[src/rtl/alu_arbiter.sv]
// Round-robin arbiter/sequencer in front of the shared 16-bit combinational ALU.
// Grants one of two requesters, drives registered ALU operands, returns the result.
module alu_arbiter #(
  parameter int unsigned DATA_W = 16,
  parameter int unsigned MODE_W = 3
) (
  input  logic              clk,
  input  logic              rst_n,
  input  logic              a_req_valid,
  output logic              a_req_ready,
  input  logic [DATA_W-1:0] a_req_in1,
  input  logic [DATA_W-1:0] a_req_in2,
  input  logic [MODE_W-1:0] a_req_mode,
  input  logic              b_req_valid,
  output logic              b_req_ready,
  input  logic [DATA_W-1:0] b_req_in1,
  input  logic [DATA_W-1:0] b_req_in2,
  input  logic [MODE_W-1:0] b_req_mode,
  output logic              a_rsp_valid,
  input  logic              a_rsp_ready,
  output logic              b_rsp_valid,
  input  logic              b_rsp_ready,
  output logic [DATA_W-1:0] rsp_data,
  output logic [DATA_W-1:0] alu_in1,
  output logic [DATA_W-1:0] alu_in2,
  output logic [MODE_W-1:0] alu_mode,
  input  logic [DATA_W-1:0] alu_out,
  output logic              busy
);

  typedef enum logic [1:0] {IDLE, EXEC, RESP} state_t;

  state_t              r_state;
  logic                r_prio;
  logic                r_gnt;
  logic [DATA_W-1:0]   r_alu_in1;
  logic [DATA_W-1:0]   r_alu_in2;
  logic [MODE_W-1:0]   r_alu_mode;
  logic [DATA_W-1:0]   r_rsp_data;
  logic                r_a_rsp_valid;
  logic                r_b_rsp_valid;
  logic                r_busy;

  logic w_idle;
  logic w_sel;
  logic w_accept;
  logic w_rsp_hs;

  // w_sel picks B when only B is valid, or both are valid and B holds priority.
  assign w_idle      = (r_state == IDLE);
  assign w_sel       = b_req_valid & (~a_req_valid | r_prio);
  assign a_req_ready = w_idle & a_req_valid & ~w_sel;
  assign b_req_ready = w_idle & b_req_valid & w_sel;
  assign w_accept    = a_req_ready | b_req_ready;
  assign w_rsp_hs    = r_gnt ? b_rsp_ready : a_rsp_ready;

  always_ff @(posedge clk or negedge rst_n) begin
    if (!rst_n) begin
      r_state       <= IDLE;
      r_prio        <= 1'b0;
      r_gnt         <= 1'b0;
      r_alu_in1     <= '0;
      r_alu_in2     <= '0;
      r_alu_mode    <= '0;
      r_rsp_data    <= '0;
      r_a_rsp_valid <= 1'b0;
      r_b_rsp_valid <= 1'b0;
      r_busy        <= 1'b0;
    end else begin
      case (r_state)
        IDLE: begin
          if (w_accept) begin
            r_alu_in1  <= w_sel ? b_req_in1  : a_req_in1;
            r_alu_in2  <= w_sel ? b_req_in2  : a_req_in2;
            r_alu_mode <= w_sel ? b_req_mode : a_req_mode;
            r_gnt      <= w_sel;
            r_busy     <= 1'b1;
            r_state    <= EXEC;
          end
        end
        EXEC: begin
          r_rsp_data    <= alu_out;
          r_a_rsp_valid <= ~r_gnt;
          r_b_rsp_valid <= r_gnt;
          r_state       <= RESP;
        end
        RESP: begin
          if (w_rsp_hs) begin
            r_prio        <= ~r_gnt;
            r_a_rsp_valid <= 1'b0;
            r_b_rsp_valid <= 1'b0;
            r_busy        <= 1'b0;
            r_state       <= IDLE;
          end
        end
        default: r_state <= IDLE;
      endcase
    end
  end

  assign a_rsp_valid = r_a_rsp_valid;
  assign b_rsp_valid = r_b_rsp_valid;
  assign rsp_data    = r_rsp_data;
  assign alu_in1     = r_alu_in1;
  assign alu_in2     = r_alu_in2;
  assign alu_mode    = r_alu_mode;
  assign busy        = r_busy;

endmodule

[config.mk]
export PLATFORM = sky130hd
export DESIGN_NAME = alu_arbiter
export DESIGN_NICKNAME = d
export VERILOG_FILES = /design/src/rtl/alu_arbiter.sv
export SDC_FILE = /design/constraint.sdc
export NUM_CORES = 1
export LEC_CHECK = 0
export CORE_ASPECT_RATIO = 1.25
export CORE_UTILIZATION = 39
export CTS_CLUSTER_SIZE = 40
export DETAILED_ROUTE_END_ITERATION = 12
export PLACE_DENSITY = 0.8
export SLEW_MARGIN = 20
export SYNTH_ARGS = -nofsm -noshare
export SYNTH_HDL_FRONTEND = slang
export SYNTH_SLANG_ARGS = --single-unit
[constraint.sdc]
create_clock -name clk -period 2.09 [get_ports clk]
set_input_delay 0.627 -clock clk [delete_from_list [all_inputs] [get_ports clk]]
set_output_delay 0.627 -clock clk [all_outputs]
set_load 0.05 [all_outputs]
Figure 1. Metal layers overlaid (run 1).
Bar = 20 um. Two of the layers only.
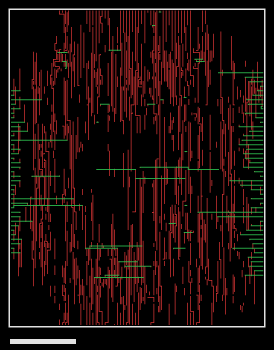
met3: in green, wire length 501 um. met2: in red, wire length 4,410 um.

Figure 2. Register map, names as in the netlist (run 1).
Bar = 20 um.
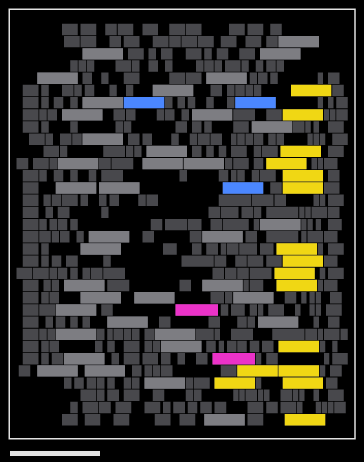
alu_mode: in blue, placed flops 3. r_state: in magenta, placed flops 2. rsp_data: in yellow, placed flops 16.

Figure 3. Cell density map (run 1).
8 x 10 tiles, from black (low) to pale yellow (high), 0 to 100% covered.
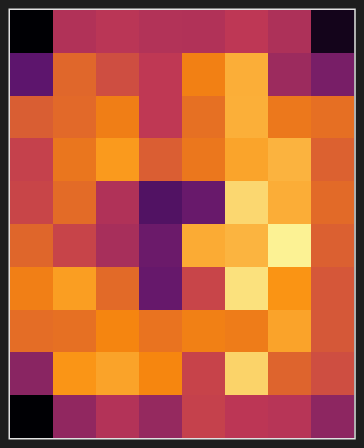
The mean over all tiles is 59%. 21% of the tiles are over 75% full. The densest ninth of the die: middle right. The fullest tile reaches 97%.

Figure 4. Track usage over the die (run 1).
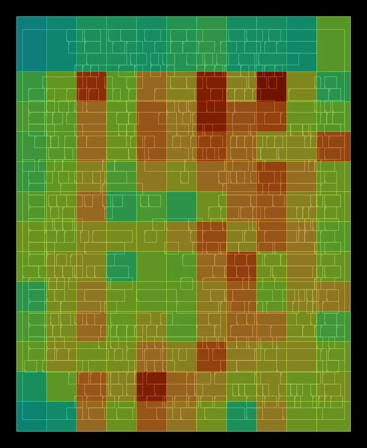
GR Util met2: 41.6%
total global routing track utilization: 23.5%
met3 Resource Use GR: 4.31%

==> qor.csv, run 1 <==
metric,value,unit
run status,"finished, final reports clean",
highest routing layer actually used,met4,
DRC violation total after the first TritonRoute iteration,173,
Power per Cell Area,1670,nW/um^2
maximum number of pins on one net before global-route repair,38,
count of warnings emitted by yosys,0,
Clock Buffer Count,13,
area of the die,7330,um^2
most used cells in the layout excluding fill and tap cells,"clkdlybuf4s50_1, buf_4, dfrtp_1, nand2_1, a21oi_1",
Final Critical Period,2.07,ns
first-pass iteration count of the detailed router,4,
DRC Markers,0,
internal reg-to-reg setup slack,0.47,ns
upper clock frequency limit,482,MHz
cell breakdown of the critical path,clkdlybuf4s15_1 -> or2b_4 -> and3_4 -> buf_12,
final standard cell area without fillers,4420,um^2
register share of the cell area,32.9,%
combined area of all synthesized cells,2730,um^2
worst slack after detailed placement,-0.328,ns
last weighted congestion value of the routability-driven placer,0.757,
floorplan utilization,41.0,%
crit path buf inv count,2,
final worst slack,0.0166,ns
total routed wire length on the met1 layer,3510,um
# rows,33,
storage element area,1450,um^2
count of tool warnings,26,
## run 1: repair_timing
item / in CTS / in global routing
buffers inserted: 1 / 0
pin swaps: 0 / 1
cloned: 0 / 0
endpoints found under the setup margin: 7 / 1
gates resized: 11 / 2
## run 1: sequential cells by signal, summed over array words and instances (netlist names)
name         flops
rsp_data        16
r_prio           1
busy             1
alu_mode         3
r_gnt            1
a_rsp_valid      1
r_state          2
alu_in2         16
alu_in1         16
b_rsp_valid      1
## run 1: power by group
part / internal (mW) / total, mW / switching [mW]
Combinational: 1.41 / 4.44 / 3.03
Sequential: 1.69 / 2.05 / 0.361
Clock: 0.458 / 0.871 / 0.413
## run 1: cell families (layout without fill, tap and decap cells)
family / count (synthesis) / in the layout / synth area share [%]
multiplexers: 1 / 1 / 0.367
AND-OR/OR-AND: 116 / 116 / 23.6
flip-flops: 58 / 58 / 53.3
buffers and inverters: 33 / 186 / 6.34
AND/OR/NAND/NOR: 99 / 99 / 16.4
## run 1: Yosys cell counts (all sizes together), types with 2 or more instances
master | instances | area, um^2
nand2 | 52 | 195
buf | 17 | 113
nand2b | 2 | 12.5
nand3 | 35 | 175
clkbuf | 14 | 52.6
dfrtp | 58 | 1450
nor2b | 4 | 25.0
a21o | 3 | 22.5
a21oi | 40 | 200
inv | 2 | 7.51
a31oi | 35 | 219
o21ai | 35 | 175
## run 1: how the worst max path moves through the flow
stage	start	endpoint	slack, ns	cells past startpoint
4_1_cts	a_req_valid	b_req_ready	0.02	4
5_1_grt	a_req_valid	b_req_ready	0.0002	4
2_1_floorplan	a_req_valid	a_req_ready	0.02	4
6_report	a_req_valid	b_req_ready	0.02	4
3_5_place_dp	a_req_valid	b_req_ready	-0.33	4
3_3_place_gp	a_req_valid	b_req_ready	-0.32	4
--- run 2 (diff from run 1) ---
- CORE_MARGIN: unset -> 1.5
Figure 5. Cell classes on the final placement (run 2).
Bar = 20 um. Fill, decap, tap and diode cells in grey.
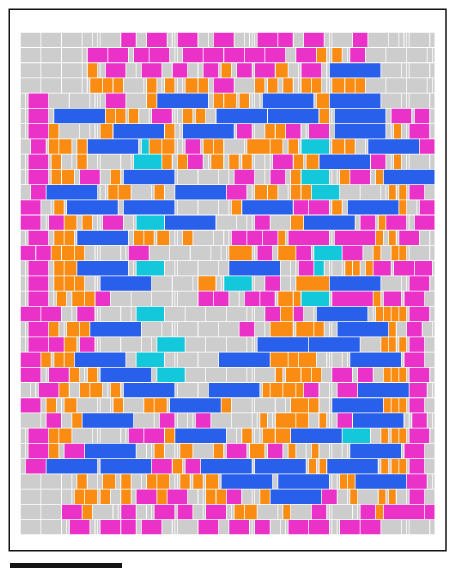
other buffers and delay cells: in magenta, cells 164, share of their area 35%. clock drivers and dummy loads: in cyan, cells 16, share of their area 4.7%. flip-flops: in blue, cells 58, share of their area 34%. all other logic: in orange, cells 218, share of their area 27%.

Figure 6. Track usage over the die (run 2).
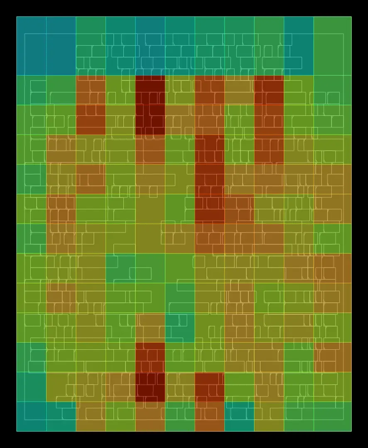
average detailed-routed wire length per instance: 15.8 um
fraction of met1 tracks used by global routing: 28.7%
GR Util met2: 40.5%

Figure 7. Metal layers overlaid (run 2).
Bar = 20 um. Two of the layers only.
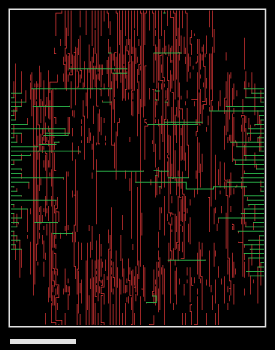
met2: in red, wire length 4,450 um. met3: in green, wire length 582 um.

==> qor.csv, run 2 <==
metric,value,unit
cell accounting for the most synthesized area,dfrtp_1,
Final Critical Period,2.03,ns
"Period Utilization, post-route",97.0,%
ranking of synthesized cells by instance count,"dfrtp_1, nand2_1, a21oi_1",
upper clock frequency limit,493,MHz
final worst slack,0.0634,ns
remaining antenna violation count after routing,0,
required time of the critical path,1.46,ns
Power per Cell Area,1690,nW/um^2
most area-consuming cells after synthesis,"dfrtp_1, a31oi_1, a21oi_1",
count of warnings emitted by yosys,0,
final standard cell area without fillers,4410,um^2
highest routing layer actually used,met4,
top area contributor share,53.3,%
count of unique library cells instantiated by Yosys,25,
# rows,33,
final number of max-transition violations,0,
total global routing track utilization,23.5,%
run status,"finished, final reports clean",
cell with the most instances after synthesis,dfrtp_1,
worst voltage drop across the vdd grid,0.744,mV
DRC Markers,0,
last weighted congestion value of the routability-driven placer,0.807,
most used cells in the layout excluding fill and tap cells,"clkdlybuf4s50_1, buf_4, dfrtp_1, nand2_1, a21oi_1",
first-pass iteration count of the detailed router,5,
count of tool warnings,26,
worst slack after detailed placement,-0.384,ns
combined area of all synthesized cells,2730,um^2
WS Path Type,reg -> out,
total routed wire length on the met1 layer,3380,um
DRC violation total after the first TritonRoute iteration,193,
floorplan utilization,41.0,%
synthesis-to-layout area growth,61.7,%
clock tree from TritonCTS,yes,
Yosys Chip Area,2730,um^2
area of the die,7500,um^2
met3 wire length,582,um
maximum number of pins on one net before global-route repair,59,
met3 Resource Use GR,4.51,%
-- run 2: cell counts after synthesis --
Identical to the previous run, type by type.
-- run 2: cell type report --
cell class	instances	area [um^2]	share of cell area (%)
clock buffers	15	196	4.46
clock inverters	1	5.00	0.114
inverters	2	7.51	0.170
multi-input cells	216	1130	25.7
flip-flops and latches	58	1450	32.9
well taps	87	109	2.47
repair buffers	164	1500	34.1
-- run 2: cell families after synthesis --
| family | count (synthesis) | synth area share (%) |
|---|---|---|
| buffers and inverters | 33 | 6.34 |
| AND-OR/OR-AND | 116 | 23.6 |
| flip-flops | 58 | 53.3 |
| multiplexers | 1 | 0.367 |
| AND/OR/NAND/NOR | 99 | 16.4 |
-- run 2: per-stage QoR --
| stage | TNS, ns | utilization, % |
|---|---|---|
| finish | 0 | 66.3 |
| detailed placement | -3.69 | 63.1 |
| CTS | 0 | 66.3 |
| floorplan | 0 | - |
| global route | 0 | 66.3 |
| global placement | -2.35 | 63.1 |
-- run 2: path summary, 6_finish.rpt --
path                             start     endpoint  slack, ns
setup / recovery            r_state[0]  a_req_ready       0.06
min in group clk           rsp_data[5]  rsp_data[5]       0.47
max in group asynchronous        rst_n  alu_in2[15]       1.54
hold / removal                   rst_n  rsp_data[4]       0.29
hold reg to reg            rsp_data[5]  rsp_data[5]       0.47
setup reg to reg            r_state[0]   alu_in2[8]       0.40
-- run 2: critical path: stages, from the launching register on --
cell     delay, ns
dfrtp_1       0.46
nor2_4        0.19
nand2_1       0.12
a21oi_4       0.16
buf_12        0.15
-- run 2: timing repair --
item | in CTS | in global routing
cloned | 0 | 0
resized | 10 | 1
setup endpoints to repair | 6 | 1
buffers inserted | 1 | 0
hold buffers | 0 | 0
-- run 2: power by group --
group          switching (mW)  internal (mW)
logic                    3.02           1.38
clock network           0.419          0.592
registers               0.354           1.69
--- run 3 (diff from run 2) ---
- CORE_ASPECT_RATIO: 1.25 -> 2
- CORE_UTILIZATION: 39 -> 40
- CTS_BUF_LIST: unset -> sky130_fd_sc_hd__clkbuf_2 sky130_fd_sc_hd__clkbuf_4 sky130_fd_sc_hd__clkbuf_8
- PLACE_DENSITY: 0.8 -> 0.82
Figure 8. Cell density map (run 3).
6 x 12 tiles, from black (low) to pale yellow (high), 0 to 100% covered.
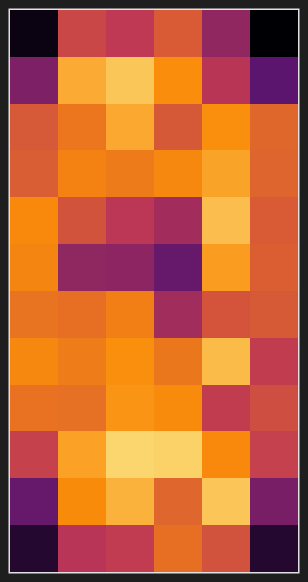
The fullest tile reaches 91%. 1.4% of the tiles are nearly empty. 22% of the tiles are over 75% full. The mean over all tiles is 60%.

Figure 9. Track usage over the die (run 3).
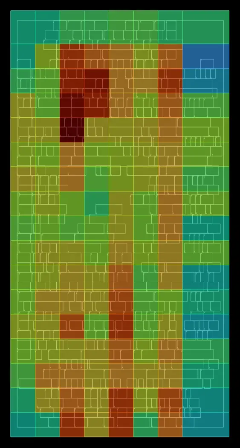
final core utilization: 68.2%
total global routing track utilization: 25.5%
fraction of met1 tracks used by global routing: 28.4%

Figure 10. Register map, names as in the netlist (run 3).
Bar = 20 um.
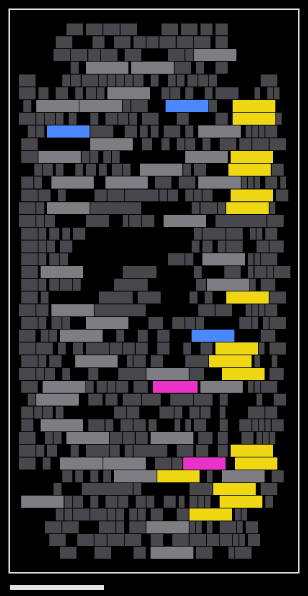
r_state: in magenta, placed flops 2. rsp_data: in yellow, placed flops 16. alu_mode: in blue, placed flops 3.
Another 37 sequential cells are not coloured.

==> qor.csv, run 3 <==
metric,value,unit
run status,"finished, final reports clean",
floorplan utilization,41.2,%
Power per Cell Area,1750,nW/um^2
"Period Utilization, post-route",96.9,%
DRC Markers,0,
Final Critical Period,2.03,ns
required time of the critical path,1.46,ns
# rows,42,
crit path buf inv count,1,
WS Path Type,reg -> out,
final standard cell area without fillers,4520,um^2
last weighted congestion value of the routability-driven placer,0.796,
critical path's top delay family,flip-flops,
first-pass iteration count of the detailed router,4,
GR Util met2,43.8,%
clock tree from TritonCTS,yes,
worst slack after detailed placement,-0.329,ns
delay contributed by the slowest stage of the critical path,0.45,ns
slowest stage cell on the critical path,dfrtp_2,
met3 Resource Use GR,6.57,%
ranking of synthesized cells by instance count,"dfrtp_1, nand2_1, a21oi_1",
count of unique library cells instantiated by Yosys,25,
hold-fix buffers at CTS,0,
maximum number of pins on one net before global-route repair,38,
run 3: cell counts after synthesis:
Identical to the previous run, type by type.
run 3: power by group:
part,switching (mW),leakage [nW],internal (mW)
Sequential,0.360,0.666,1.69
Clock,0.442,0.137,0.956
Combinational,3.03,1.18,1.40
run 3: layout make-up:
cell class / count / area, um^2
clock inverters: 5 / 125
inverters: 2 / 7.51
well taps: 88 / 110
fillers: 546 / 2100
repair buffers: 168 / 1550
clock buffers: 11 / 145
flip-flops and latches: 58 / 1450
multi-input cells: 216 / 1130
run 3: kinds of logic after synthesis:
kind of cell	after synthesis	share of synthesized area [%]
buf+inv	33	6.34
simple gates	99	16.4
mux	1	0.367
compound gates	116	23.6
flops	58	53.3
run 3: repair_timing:
action                                  in CTS  in global routing
resized                                     10                  2
buffers inserted                             1                  0
pin swaps                                    1                  1
endpoints found under the setup margin       6                  2
run 3: path summary, 6_finish.rpt:
path | slack (ns) | cells after the start | start | endpoint
worst max-delay path | 0.06 | 4 | r_state[0] | a_req_ready
worst min-delay path | 0.26 | 1 | rst_n | b_rsp_valid
worst max register to register | 0.45 | 4 | r_state[0] | alu_in2[8]
worst min register to register | 0.47 | 2 | rsp_data[5] | rsp_data[5]
max in group asynchronous | 1.26 | 2 | rst_n | alu_in2[12]
min in group clk | 0.47 | 2 | rsp_data[5] | rsp_data[5]
run 3: per-stage QoR:
| stage | total power, mW | hold slack [ns] | util [%] |
|---|---|---|---|
| after floorplan | 5.05 | 0.331 | - |
| final | 7.89 | 0.262 | 68.2 |
| after CTS | 7.93 | 0.268 | 68.3 |
| after global placement | 6.41 | 0.456 | 64.0 |
| after global routing | 8.28 | 0.298 | 68.2 |
| after detailed placement | 6.52 | 0.463 | 64.0 |
Power and IR drop assume default switching activity.
